**Clock routing**

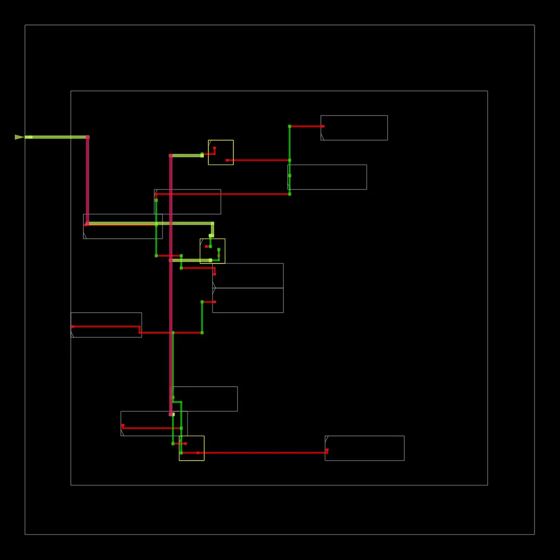
**Cell sizes after repair**

Bar = 20 um.
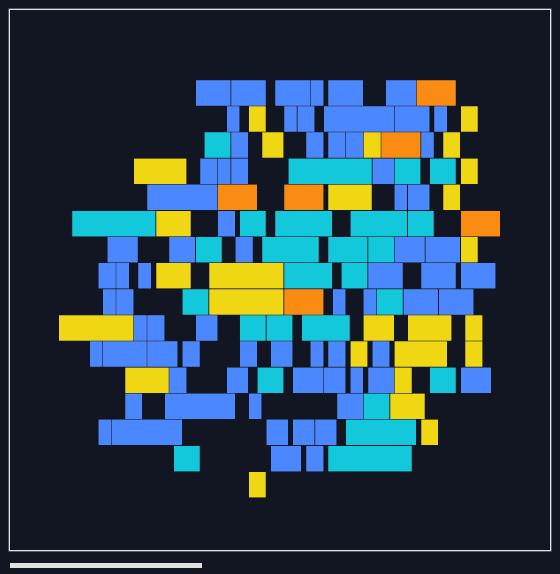
### config.mk
export PLATFORM = sky130hd
export DESIGN_NAME = mcu_ctrl_seq
export DESIGN_NICKNAME = d
export VERILOG_FILES = /design/src/rtl/mcu_ctrl_seq.sv
export SDC_FILE = /design/constraint.sdc
export NUM_CORES = 1
export LEC_CHECK = 0
export CAP_MARGIN = 10
export CORE_MARGIN = 5
export CORE_UTILIZATION = 35
export CTS_CLUSTER_DIAMETER = 80
export DETAILED_ROUTE_END_ITERATION = 8
export GPL_TIMING_DRIVEN = 0
export PLACE_DENSITY = 0.71
export SETUP_SLACK_MARGIN = 0.05
export SYNTH_ARGS = -nofsm -noshare
export SYNTH_HDL_FRONTEND = slang
export SYNTH_SLANG_ARGS = --single-unit
export TNS_END_PERCENT = 50
### constraint.sdc
create_clock -name clk -period 1.6 [get_ports clk]
set_input_delay 0.16 -clock clk [delete_from_list [all_inputs] [get_ports clk]]
set_output_delay 0.16 -clock clk [all_outputs]
set_load 0.005 [all_outputs]
### src/rtl/mcu_ctrl_seq.sv
// rtl/mcu_ctrl_seq.sv - two-word instruction control sequencer for the accumulator MCU
module mcu_ctrl_seq #(
  parameter int INST_WIDTH  = 8,
  parameter int APSR_WIDTH  = 4,
  parameter int N_BIT       = 3,
  parameter int Z_BIT       = 2,
  parameter int C_BIT       = 1,
  parameter int ALUOP_WIDTH = 3,
  parameter int WAIT_MAX    = 15
) (
  input  logic                   clk,
  input  logic                   rst,
  input  logic                   en,
  input  logic [INST_WIDTH-1:0]  imem_data,
  input  logic [APSR_WIDTH-1:0]  apsr,
  input  logic                   ram_ready,
  output logic                   ram_req,
  output logic                   ram_write,
  output logic                   imm_update,
  output logic                   pc_count,
  output logic                   pc_load,
  output logic                   opcode_update,
  output logic [ALUOP_WIDTH-1:0] alu_operation,
  output logic                   acc_update,
  output logic                   psr_update,
  output logic                   illegal_op,
  output logic                   bus_error,
  output logic                   halted
);

  typedef enum logic [1:0] {S_FETCH, S_DECODE, S_EXEC, S_HALT} state_t;

  localparam int CW = $clog2(WAIT_MAX + 1);

  localparam logic [3:0] OP_NOP   = 4'h0;
  localparam logic [3:0] OP_LOAD  = 4'h1;
  localparam logic [3:0] OP_STORE = 4'h2;
  localparam logic [3:0] OP_HALT  = 4'hF;

  state_t          state_q;
  logic [3:0]      opcode_q;
  logic [CW-1:0]   wait_q;

  logic            is_jump;
  logic            is_ram;
  logic            is_illegal;
  logic            jump_taken;
  logic            timeout;
  logic [ALUOP_WIDTH-1:0] alu_sel;

  // Only the top nibble of the opcode word carries the opcode.
  logic unused_bits;
  assign unused_bits = ^{imem_data[INST_WIDTH-5:0], apsr};

  // Opcode classes; JMP/JZ/JN/JC share the 10xx pattern, C..E are undefined.
  always_comb begin
    is_jump    = (opcode_q[3:2] == 2'b10);
    is_ram     = (opcode_q != OP_NOP) && (opcode_q[3] == 1'b0);
    is_illegal = (opcode_q == 4'hC) || (opcode_q == 4'hD) || (opcode_q == 4'hE);
    case (opcode_q[1:0])
      2'd0:    jump_taken = 1'b1;
      2'd1:    jump_taken = apsr[Z_BIT];
      2'd2:    jump_taken = apsr[N_BIT];
      default: jump_taken = apsr[C_BIT];
    endcase
    // ADD..XOR (3..7) map to ALU selects 1..5; LOAD passes the operand through.
    if (opcode_q == OP_LOAD || opcode_q == OP_STORE) alu_sel = '0;
    else alu_sel = ALUOP_WIDTH'(opcode_q - 4'd2);
    timeout = !ram_ready && (wait_q == CW'(WAIT_MAX - 1));
  end

  // Datapath strobes, combinational so the datapath acts on the same edge.
  always_comb begin
    ram_req       = 1'b0;
    ram_write     = 1'b0;
    imm_update    = 1'b0;
    pc_count      = 1'b0;
    pc_load       = 1'b0;
    opcode_update = 1'b0;
    alu_operation = '0;
    acc_update    = 1'b0;
    psr_update    = 1'b0;
    illegal_op    = 1'b0;
    bus_error     = 1'b0;
    halted        = !rst && (state_q == S_HALT);
    if (!rst && en) begin
      case (state_q)
        S_FETCH: begin
          opcode_update = 1'b1;
          pc_count      = 1'b1;
        end
        S_DECODE: begin
          if (is_illegal) illegal_op = 1'b1;
          else if (opcode_q != OP_NOP && opcode_q != OP_HALT) begin
            imm_update = 1'b1;
            pc_count   = 1'b1;
          end
        end
        S_EXEC: begin
          if (is_jump) pc_load = jump_taken;
          else if (is_ram) begin
            ram_req = 1'b1;
            if (opcode_q == OP_STORE) ram_write = 1'b1;
            else begin
              alu_operation = alu_sel;
              acc_update    = ram_ready;
              psr_update    = ram_ready;
            end
            bus_error = timeout;
          end
        end
        default: ;
      endcase
    end
  end

  // State, latched opcode and RAM wait counter; all frozen while en is low.
  always_ff @(posedge clk) begin
    if (rst) begin
      state_q  <= S_FETCH;
      opcode_q <= OP_NOP;
      wait_q   <= '0;
    end else if (en) begin
      case (state_q)
        S_FETCH: begin
          opcode_q <= imem_data[INST_WIDTH-1 -: 4];
          state_q  <= S_DECODE;
        end
        S_DECODE: begin
          if (opcode_q == OP_HALT)                      state_q <= S_HALT;
          else if (opcode_q == OP_NOP || is_illegal)    state_q <= S_FETCH;
          else                                          state_q <= S_EXEC;
        end
        S_EXEC: begin
          if (is_ram && !ram_ready && !timeout) begin
            wait_q <= wait_q + CW'(1);
          end else begin
            wait_q  <= '0;
            state_q <= S_FETCH;
          end
        end
        default: state_q <= S_HALT;
      endcase
    end
  end

endmodule

==> impl_metrics.toml <==
# synthesis and place-and-route metrics
[outcome]
outcome = "finished with violations"
violations = "negative setup slack"

[synthesis]
yosysWarnings = 0
ys_seq_share = 0.268
edf_count = 0
yosys_area_um2 = 748
top_area_frac = 0.268
ys_ff = 10
synthFlopType = "dfxtp_1"
mux_share = 0.0134
netlist_area_um2 = 748
ys_top_logic_family = "simple AND/OR/NAND/NOR gates"
yosys.area.top_type = "dfxtp_1"
ys_sh_xor = 0
most_common_cell = "dfxtp_1"
avgSynthCellArea_um2 = 8.22
floorplan.nets = 109
synth.top_cells.by_area = "dfxtp_1 (27%), a21oi_1 (6.0%), buf_6 (6.0%), nand2_1 (4.5%), nor3_4 (4.3%)"
common_cells = "dfxtp_1 (10), a21oi_1 (9), nand2_1 (9)"
postSynth.asyncResetShare = 0

[power]
largestPowerGroup = "sequential cells"
p_seq_uw = 270
powerClk_uw = 187
pwr-share-seq = 0.419
pwr-share-comb = 0.292
power.static_leakage_nw = 0.510
switchingPower_uw = 199
p_per_area_mw_per_mm2 = 562
intPower_uw = 446
p_sw_frac = 0.308

[route]
drt_iter0_drc = 16
wire_per_inst_um = 13.7
drt_first_pass_iters = 4
wl_met1_um = 989
top_layer = "met4"
route.met2.wl_um = 987
ant_nets = 0
met3_length_um = 129
drc = 0

[critical_path]
crit_path_max_fanout = 10
startpoint = "opcode_q[2]"
r2r_cells = 7
cp.depth = 5
max_stage_delay_ns = 0.37
ff2ff_setup_slack_ns = 0.29
crit_path_top_delay_cell = "or3_4"
rr_endpoint = "wait_q[2]"
cp_cell_sequence = "buf_6 > or3_4 > o21ai_2 > a211oi_1 > buf_2"
critPathCapture = "pc_count"
crit_buf_inv = 2
required_ns = 1.44
endpoint_kind = "output pin"
rr_startpoint = "wait_q[0]"
arrival_ns = 1.44
critPathLaunchType = "flop"
cp_top_family = "simple AND/OR/NAND/NOR gates"

[global_route]
use_met1 = 0.167
grt_pass1_vias = 788
grt_use_total = 0.142
grt_max_degree = 11
grt-busiest-layer = "met2"
antenna_found_initial = 0
grt_overflow = 0
grt_use_met2 = 0.229
grt_pass1_wl_um = 3600

[cells_and_area]
postLayoutCellArea_mm2 = 0.00115
fillers = 190
nNonClkInverters = 2
buffer_area_frac = 0.294
comb_share = 0.462
largestRegisters = "opcode_q x4, wait_q x4, state_q x2"
utilization = 0.573
final_cells = 157
final_layout_size_suffix_gt1_frac = 0.446
nets = 150
lay_top_cells = "buf_4 (13), buf_2 (11), nand2_1 (9), a21oi_1 (9), clkdlybuf4s50_1 (9)"
regArea_um2 = 215
comb_cells = 72
final-comb-area_um2 = 531
nClkBuffers = 3
seq_share = 0.188

[floorplanning]
dieHeight_um = 56.2
rows = 16
dieArea_mm2 = 0.00316
pin_count = 30
coreArea_mm2 = 0.00200
n_tap_cell = 27
die_w_um = 56.2

[flow_run]
cap_violations = 0

[timing]
setup_ws_ns = -0.00289
tns_ns = -0.00289
relSlewSlack = 0.792
holdWs_ns = 0.420
rsz0062_at_grt = "true"
skew_ns = 0.00333
fin_crit_ns = 1.60
fmax_ghz = 0.624
fin_crit_sh = 1.00
tightest_slew_ns = 0.312
setup_violations = 1

[min_path]
hold_end = "opcode_q[1]"
worst_hold_path.num_cells = 3
min_from = "imem_data[5]"
min_path_type = "in2reg"

[placement]
dp_hpwl_um = 1370
dp.cells = 142
io_buffers = 24
dp_slack_ns = -0.582
gp_congestion = 0.770
dpl_cell_area_mm2 = 0.00102

[clock_tree]
clk_pin_slew_worst_paths_ns = 0.07
cts_made_buffers = 3
cts_root_buf = "clkbuf_4"
cts_hold_buf = 0
clockBufferDepth = 2
cts_resized = 69
cts_tree = "yes"
## Picture notes: 'clock routing'
seq_cells: 10
clock sinks: 10
worst-skew pair later-pin latency: 0.28 ns

## Picture notes: 'cell sizes after repair'
| color | size | cells | share |
|---|---|---|---|
| yellow | _2 cells | 26 | 20% |
| cyan | _3 and _4 cells | 26 | 20% |
| orange | _6 and larger | 6 | 4.6% |
| blue | _0 and _1 cells | 72 | 55% |

No activity file was given, so power comes from the tool's default toggle rates.
